--- src/rtl/frame_buffer_access_scheduler.sv ---
// Frame buffer access scheduler: writes each accepted pixel into a 3-row
// buffer and, once a full 3x3 window exists, reads the oldest row back.
module frame_buffer_access_scheduler #(
  parameter int P_FRAME_COLUMNS     = 640,
  parameter int P_FRAME_ROWS        = 480,
  parameter int P_PIXEL_DEPTH       = 4,
  parameter int P_FRAME_COLUMN_BITS = $clog2(P_FRAME_COLUMNS),
  parameter int P_FRAME_ROW_BITS    = $clog2(P_FRAME_ROWS)
) (
  input  logic                           I_CLK,
  input  logic                           I_RESET,
  input  logic                           I_PIXEL_STROBE,
  input  logic                           I_DATA_VALID,
  input  logic [P_PIXEL_DEPTH-1:0]       I_PIXEL,
  output logic [P_FRAME_COLUMN_BITS-1:0] O_BUF_COLUMN,
  output logic [1:0]                     O_BUF_ROW,
  output logic [P_PIXEL_DEPTH-1:0]       O_BUF_PIXEL,
  output logic                           O_BUF_WRITE_ENABLE,
  output logic                           O_BUF_READ_ENABLE,
  output logic [P_FRAME_COLUMN_BITS-1:0] O_MATRIX_COLUMN,
  output logic [P_FRAME_ROW_BITS-1:0]    O_MATRIX_ROW,
  output logic                           O_MATRIX_READY,
  output logic                           O_OVERRUN
);

  localparam int CB = P_FRAME_COLUMN_BITS;
  localparam int RB = P_FRAME_ROW_BITS;

  localparam logic [CB-1:0] LAST_COL = CB'(P_FRAME_COLUMNS - 1);
  localparam logic [RB-1:0] LAST_ROW = RB'(P_FRAME_ROWS - 1);
  localparam logic [CB-1:0] ONE_C    = CB'(1);
  localparam logic [CB-1:0] TWO_C    = CB'(2);
  localparam logic [RB-1:0] ONE_R    = RB'(1);
  localparam logic [RB-1:0] TWO_R    = RB'(2);

  typedef enum logic [1:0] {
    IDLE,
    WRITE,
    READ,
    WAIT
  } state_t;

  state_t                   state;
  logic [CB-1:0]            col;
  logic [RB-1:0]            row_cnt;
  logic [1:0]               wr_row;
  logic                     pend_valid;
  logic [P_PIXEL_DEPTH-1:0] pend_pixel;

  logic       accept;
  logic       do_read;
  logic [1:0] old_row;

  assign accept  = I_PIXEL_STROBE & I_DATA_VALID;
  assign do_read = (row_cnt >= TWO_R) && (col >= TWO_C);
  assign old_row = (wr_row == 2'd2) ? 2'd0 : wr_row + 2'd1;

  always_ff @(posedge I_CLK) begin
    if (I_RESET) begin
      state              <= IDLE;
      col                <= '0;
      row_cnt            <= '0;
      wr_row             <= '0;
      pend_valid         <= 1'b0;
      pend_pixel         <= '0;
      O_BUF_COLUMN       <= '0;
      O_BUF_ROW          <= '0;
      O_BUF_PIXEL        <= '0;
      O_BUF_WRITE_ENABLE <= 1'b0;
      O_BUF_READ_ENABLE  <= 1'b0;
      O_MATRIX_COLUMN    <= '0;
      O_MATRIX_ROW       <= '0;
      O_MATRIX_READY     <= 1'b0;
      O_OVERRUN          <= 1'b0;
    end else begin
      O_BUF_WRITE_ENABLE <= 1'b0;
      O_BUF_READ_ENABLE  <= 1'b0;
      O_MATRIX_READY     <= 1'b0;
      unique case (state)
        IDLE: begin
          // A queued pixel goes first; a new one arriving now finds no room.
          if (pend_valid) begin
            state              <= WRITE;
            O_BUF_WRITE_ENABLE <= 1'b1;
            O_BUF_COLUMN       <= col;
            O_BUF_ROW          <= wr_row;
            O_BUF_PIXEL        <= pend_pixel;
            pend_valid         <= 1'b0;
            if (accept) O_OVERRUN <= 1'b1;
          end else if (accept) begin
            state              <= WRITE;
            O_BUF_WRITE_ENABLE <= 1'b1;
            O_BUF_COLUMN       <= col;
            O_BUF_ROW          <= wr_row;
            O_BUF_PIXEL        <= I_PIXEL;
          end
        end
        WRITE: begin
          if (do_read) begin
            state             <= READ;
            O_BUF_READ_ENABLE <= 1'b1;
            O_BUF_COLUMN      <= col - TWO_C;
            O_BUF_ROW         <= old_row;
            O_MATRIX_COLUMN   <= col - TWO_C;
            O_MATRIX_ROW      <= row_cnt - TWO_R;
          end else begin
            state <= IDLE;
          end
          if (col == LAST_COL) begin
            col <= '0;
            if (row_cnt == LAST_ROW) begin
              row_cnt <= '0;
              wr_row  <= '0;
            end else begin
              row_cnt <= row_cnt + ONE_R;
              wr_row  <= old_row;
            end
          end else begin
            col <= col + ONE_C;
          end
        end
        READ: begin
          state          <= WAIT;
          O_MATRIX_READY <= 1'b1;
        end
        WAIT: begin
          state <= IDLE;
        end
      endcase
      if (accept && state != IDLE) begin
        if (!pend_valid) begin
          pend_valid <= 1'b1;
          pend_pixel <= I_PIXEL;
        end else begin
          O_OVERRUN <= 1'b1;
        end
      end
    end
  end

endmodule

--- config.mk ---
export PLATFORM = sky130hd
export DESIGN_NAME = frame_buffer_access_scheduler
export DESIGN_NICKNAME = d
export VERILOG_FILES = /design/src/rtl/frame_buffer_access_scheduler.sv
export SDC_FILE = /design/constraint.sdc
export NUM_CORES = 1
export LEC_CHECK = 0
export CORE_ASPECT_RATIO = 1.2
export CORE_MARGIN = 5
export CORE_UTILIZATION = 54
export CTS_CLUSTER_SIZE = 8
export DETAILED_ROUTE_END_ITERATION = 16
export GPL_ROUTABILITY_DRIVEN = 0
export HOLD_SLACK_MARGIN = 0.03
export PLACE_DENSITY = 0.79
export SLEW_MARGIN = 20
export SYNTH_ARGS = -nofsm -noshare
export SYNTH_HDL_FRONTEND = slang
export SYNTH_SLANG_ARGS = --single-unit
--- constraint.sdc ---
create_clock -name I_CLK -period 3 [get_ports I_CLK]
set_input_delay 0.6 -clock I_CLK [delete_from_list [all_inputs] [get_ports I_CLK]]
set_output_delay 0.6 -clock I_CLK [all_outputs]
set_load 0.03 [all_outputs]
==> results.txt, run 1 <==
impl run done, here's what came out: count of nets after finishing=419, antenna fix cells=0, power attributed to sequential cells=0.000911 W, most frequent standard cell in the layout excluding fill and tap cells=dfxtp_1, leakage power summed over all cells=around 1.4 nW, number of filler instances in the final layout=534, share of Yosys cell area claimed by the top area cell type=0.4115, AND-OR/OR-AND Cells, Area Fraction=0.1643, setup repair after global routing missed its margin=no, timing-limited maximum frequency=~400 MHz, pwr dens=440.8 nW/um^2, Hold EP=O_BUF_COLUMN[8], core footprint=5973 sq um, top flip-flop cell by instance count after synthesis=dfxtp_1, clock-pin transition on the worst setup and hold timing paths=70 ps, pin count of the biggest net entering global routing=27, adder-cell share of the synthesized area=0.03071, outcome=finished, final reports clean, via density per instance=between 5 and 6, layout buffering overhead excluding clock cells=0.1316, most instantiated cells after synthesis=67 x dfxtp_1, 33 x nand2_1, 29 x a21oi_1, wire length on met3=around 380 um, group with the largest share of power=sequential cells, count of pins over their slew limit=0, inserted tap cell count=82, sequential fraction of the synthesis area=0.4115, count of multi-input combinational gates=between 200 and 300, via count=between 2,000 and 3,000, Non-Filler Instances=slightly below 500, category of the critical setup timing path=flop to flop, crit end category=flop, remaining max-slew budget at the tightest pin=0.5103, GRT met3 Usage=0.04537, number of maximum-capacitance constraint violations=0, Die Size=7696 sq um, Synth Instances=between 300 and 400, accumulated negative setup slack=0 ps, total of hold buffers inserted after clock tree synthesis=0, Switching Fraction=0.2354, Synth-to-Final Area Change=20.15%, Tightest Hold Check Type=flop to flop, area used by multi-input combinational logic=between 1500 and 2000 sq um, global routing met2 resource utilization=0.3342, XOR/XNOR Area Share=0.06449, top metal layer carrying routed signals=met4, final setup violating endpoints=0, top-count cell post-synth=dfxtp_1, power share of the sequential group=0.528, residual antenna-violating net count after detailed routing=0, launch point of the worst hold path=O_BUF_COLUMN[8], Critical path origin=col[1], number of buffers outside the clock class in the layout=between 50 and 60, final critical-path share of the clock period=0.8317, Design Area, Final=3916 sq um, mean cell area of the mapped netlist=8.857 sq um, met1 track utilization from global routing=0.2506, relative contribution of combinational cells to total power=0.080, footprint of the flip-flops and latches=1341 sq um, buffers from clock root to sink, at most=2, Ports=between 40 and 50, Initial Utilization=0.5457, post-synth tally of flip-flops with integrated enable=0, library cell with the largest summed area after synthesis=dfxtp_1, DR WL met2=3578 um, cell count listed in synth_stat.txt=roughly 370, Gates resized, CTS repair=0, commonest cells after routing, fill and taps aside=67 x dfxtp_1, 45 x clkdlybuf4s50_1, 33 x nand2_1, overall die width=between 80 and 90 um, proportion of cell area occupied by multi-input gates=0.4441, first-pass GRT wire length=between 10,000 and 15,000 um, number of logic inverters in the finished layout=10, Reg-to-Reg End=O_BUF_COLUMN[2], initial antenna violation count=0, Initial DRT Pass Iterations=4, final cell utilization of the core=0.6556, Met1 Wirelength=between 3000 and 4000 um, required time reported for the critical path endpoint=roughly 3300 ps, Post-Place Cell Area=approximately 3700 sq um, worst r2r path cells=5, CP arrival=2750 ps, Min-Delay Path Depth=2, number of global-route vias before repair=about 2,600, hold violation total from the final report=0, final wirelength=roughly 7200 um, # clk buffers=14, Worst R2R Start=col[1], number of synthesized register bits=approximately 67, worst reg-to-reg setup slack=between 500 and 600 ps, number of DRC markers in iteration 0=161, cell kind with the greatest summed area=multi-input combinational cells, number of levels the H-tree was split into=3, Log Warnings=30, CP Capture Point=O_BUF_COLUMN[2], power dissipated by switching net loads=roughly 0.00041 W, dpl hpwl=just over 5000 um, global-route layer with the greatest usage=met2, leading post-synthesis cells by cell area=dfxtp_1 41%, mux2i_1 5.5%, xnor2_1 5.1%, clock tree from TritonCTS=built, Simple-Gate Fraction of Synth Area=0.2119, top comb family, area=simple AND/OR/NAND/NOR gates, Mapped Nets=384, time the worst path needs with I/O delays and setup=roughly 2500 ps, layout cells sized above 1=0.09337, number of rows created at floorplan=31, number of buffers inserted to repair setup after CTS=0, total global routing track utilization=0.2014, Max VDD drop=about 400 uV, DRC Markers=0, Internal Pwr Total=roughly 0.0013 W, TritonCTS Buffers=9, register fraction of the total cell area=0.3425, fraction of registers with async set or reset after synthesis=0, maximum fanout encountered on the critical timing path=20, clock tree cell share of total cell area=0.04601, IO Port Bufs=between 40 and 50, Yosys warning count=0, vertical extent of the die=around 95 um, yosys stat area=~3300 sq um
-- run 1: state kept, by name, summed over array words and instances (netlist names), 2 cells and up, named ones only --
signal           count
O_BUF_COLUMN        10
O_MATRIX_COLUMN     10
col                 10
O_MATRIX_ROW         9
row_cnt              9
O_BUF_PIXEL          4
pend_pixel           4
O_BUF_ROW            2
wr_row               2
-- run 1: stage by stage --
stage               worst slack [ps]  hold slack, ps
floorplan                      885.6           453.9
global placement               632.2           446.9
CTS                            498.8           461.5
global route                   429.2           482.2
finish                         504.8           456.5
detailed placement             516.5           452.2
-- run 1: worst max-delay path, cell delays in order, from the launching register on --
cell,delay [ps]
dfxtp_1,390
or4_4,610
or4_4,670
a21oi_2,270
buf_4,260
mux2i_1,220
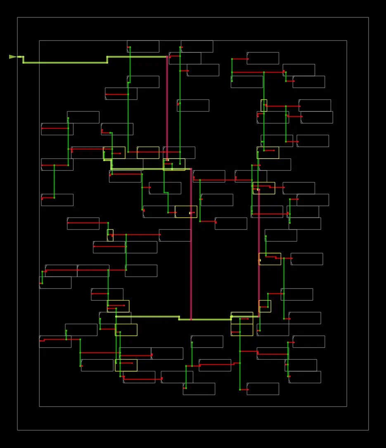
run_1/clock_nets.png
clock latency on the worst-skew pair: 330 ps
clock sinks: 67
clock-net power: 0.000676 W
seq_cells: 67

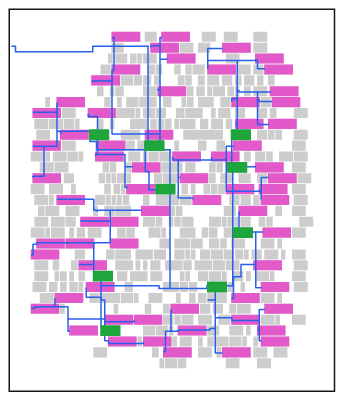
run_1/clock_wires.png
Scale: 4 px per um.
- flip-flops: magenta (count 67)
- clock wires: blue (length 771 um)
- clock-net drivers: green (count 9)
- routed clock nets: 10
- flops lie: widely spread
Max Clock Skew: 6.570 ps
share of power burned in the clock network: 0.392

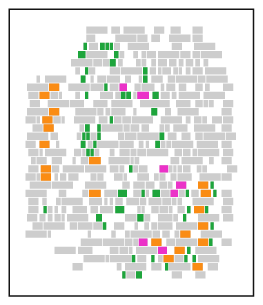
run_1/gates.png
Scale: 3 px per um.
- nand cells: green (cells 54)
- non-inverting ao/oa cells: magenta (cells 7)
- mux cells: orange (cells 20)

## Run 2: what changed since run 1
clock period = 2.6 ns   (was 3 ns; I/O delays follow)
==> results.txt, run 2 <==
impl run done, here's what came out: Post-Place Cell Area=3789 sq um (+1.4%), vertical extent of the die=95.11 um (unchanged), post-layout worst setup margin=313.5 ps (-191.2 ps), top metal layer carrying routed signals=met4, fraction of registers with async set or reset after synthesis=0 (unchanged), core footprint=5973 sq um (unchanged), first-pass GRT wire length=12,560 um (+4.5%), remaining max-slew budget at the tightest pin=0.5973 (+0.08697), Yosys warning count=0 (unchanged), clock sinks=67 (unchanged), buffers from clock root to sink, at most=2 (unchanged), launch point of the worst hold path=O_BUF_COLUMN[8], commonest cells after routing, fill and taps aside=67 x dfxtp_1, 45 x clkdlybuf4s50_1, 33 x nand2_1, Worst R2R Start=col[1], final cell utilization of the core=0.6699 (+0.01424), worst r2r path cells=5 (unchanged), final critical-path share of the clock period=0.8794 (+0.04766), top comb family, area=simple AND/OR/NAND/NOR gates, number of DRC markers in iteration 0=174 (+8.1%), Synth-to-Final Area Change=22.76%, power dissipated by switching net loads=0.0004831 W (+19%), pre-CTS WS=342.3 ps (-174.3 ps), initial antenna violation count=0 (unchanged), Design Area, Final=4001 sq um (+2.2%), overall die width=80.92 um (unchanged), top flip-flop cell by instance count after synthesis=dfxtp_1, GRT met3 Usage=0.04537 (unchanged), crit end category=flop, antenna fix cells=0 (unchanged), delay of the slowest cell on the worst path=600 ps (-70 ps), Log Warnings=30 (unchanged), number of cells on the critical path=5 (unchanged), global-route layer with the greatest usage=met2, power share of the sequential group=0.492 (-0.036), relative contribution of combinational cells to total power=0.079 (about the same), yosys stat area=3259 sq um (unchanged), DR WL met2=3598 um (+0.56%), most instantiated cells after synthesis=67 x dfxtp_1, 33 x nand2_1, 29 x a21oi_1, accumulated negative setup slack=0 ps (unchanged), DRC Markers=0 (unchanged), via density per instance=5.675 (+1.6%), Ports=47 (unchanged), IO Port Bufs=46 (unchanged), Initial DRT Pass Iterations=5 (+1), maximum fanout encountered on the critical timing path=10 (-50%), pin count of the biggest net entering global routing=26 (-3.7%), most frequent standard cell in the layout excluding fill and tap cells=dfxtp_1, cell count listed in synth_stat.txt=368 (unchanged), Gates resized, CTS repair=0 (unchanged), outcome=finished, final reports clean, number of buffers inserted to repair setup after CTS=0 (unchanged), Worst Hold Slack=457.4 ps (+0.8690 ps), residual antenna-violating net count after detailed routing=0 (unchanged), Non-Filler Instances=496 (+1.4%), final setup violating endpoints=0 (unchanged), Switching Fraction=0.2264 (-0.008986), leakage power summed over all cells=1.430 nW (+4.0%), largest registers=O_BUF_COLUMN: 10 flops, O_MATRIX_COLUMN: 10 flops, col: 10 flops, layout cells sized above 1=0.1111 (+0.01775), Mapped Nets=384 (unchanged), post-synth tally of flip-flops with integrated enable=0 (unchanged), Initial Utilization=0.5457 (unchanged), Simple-Gate Fraction of Synth Area=0.2119 (unchanged), XOR/XNOR Area Share=0.06449 (unchanged), number of levels the H-tree was split into=3 (unchanged), via count=2,815 (+3.1%), number of global-route vias before repair=2,725 (+5.4%), count of pins over their slew limit=0 (unchanged), CP max stage cell=or4_4, timing-limited maximum frequency=437.4 MHz (+9.1%), leading post-synthesis cells by cell area=dfxtp_1 41%, mux2i_1 5.5%, xnor2_1 5.1%, Met1 Wirelength=3203 um (+1.1%), Max VDD drop=380.5 uV (-4.4%), pwr dens=533.2 nW/um^2 (+21%), worst reg-to-reg setup slack=310 ps (-190 ps), Reg-to-Reg End=O_BUF_COLUMN[9], setup repair after global routing missed its margin=no, Most Frequent Cell on Critical Path=or4_4, Die Size=7696 sq um (unchanged), dpl hpwl=5385 um (+4.2%), Synth Instances=368 (unchanged)
run 2: cell counts after synthesis:
No cell type changed its count.
run 2: final cells by class:
class	instances	area [sq um]	area share
multi-input combinational	261	1739	0.4346
timing repair buffer	61	568.0	0.1420
clock inverter	1	30.03	0.007505
inverter	10	37.54	0.009381
clock buffer	14	182.7	0.04565
tap	82	102.6	0.02564
sequential	67	1341	0.3352
run 2: power by group through the flow:
stage / registers (W) / clock network (W) / logic (W)
floorplan: 0.00109 / 0 / 0.0000942
global placement: 0.00107 / 0 / 0.000165
detailed placement: 0.00107 / 0 / 0.000167
CTS: 0.00105 / 0.000925 / 0.000169
global route: 0.00105 / 0.000976 / 0.000182
finish: 0.00105 / 0.000915 / 0.000169
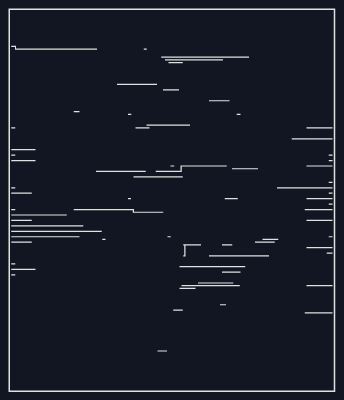
run_2/m3.png
Scale: 4 px per um.
- main direction: horizontal
- share of all routed wire: 5.9%
- wire length on this layer: 442 um
- nets with wire on the layer: 54

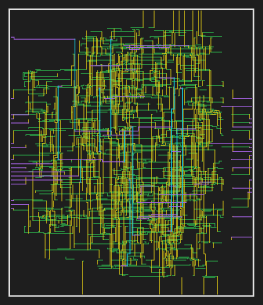
run_2/layers.png
Scale: 3 px per um.
- M1: green (wire length 3,200 um)
- M2: yellow (wire length 3,600 um)
- M4: cyan (wire length 311 um)
- M3: purple (wire length 442 um)
total global routing track utilization: 0.2116
final wirelength: 7554 um
DR WL/cell: 15.23 um

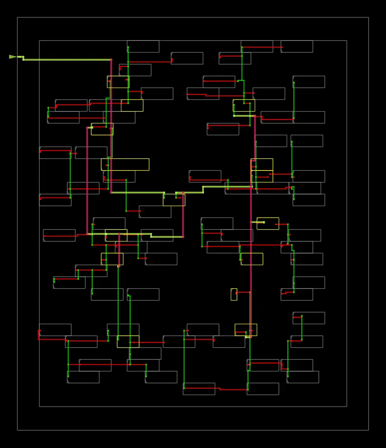
run_2/clock_nets.png
TritonCTS Buffers: 9
# clk buffers: 14
clock-net power: 0.000915 W

Power is estimated from default activity; no workload was simulated.
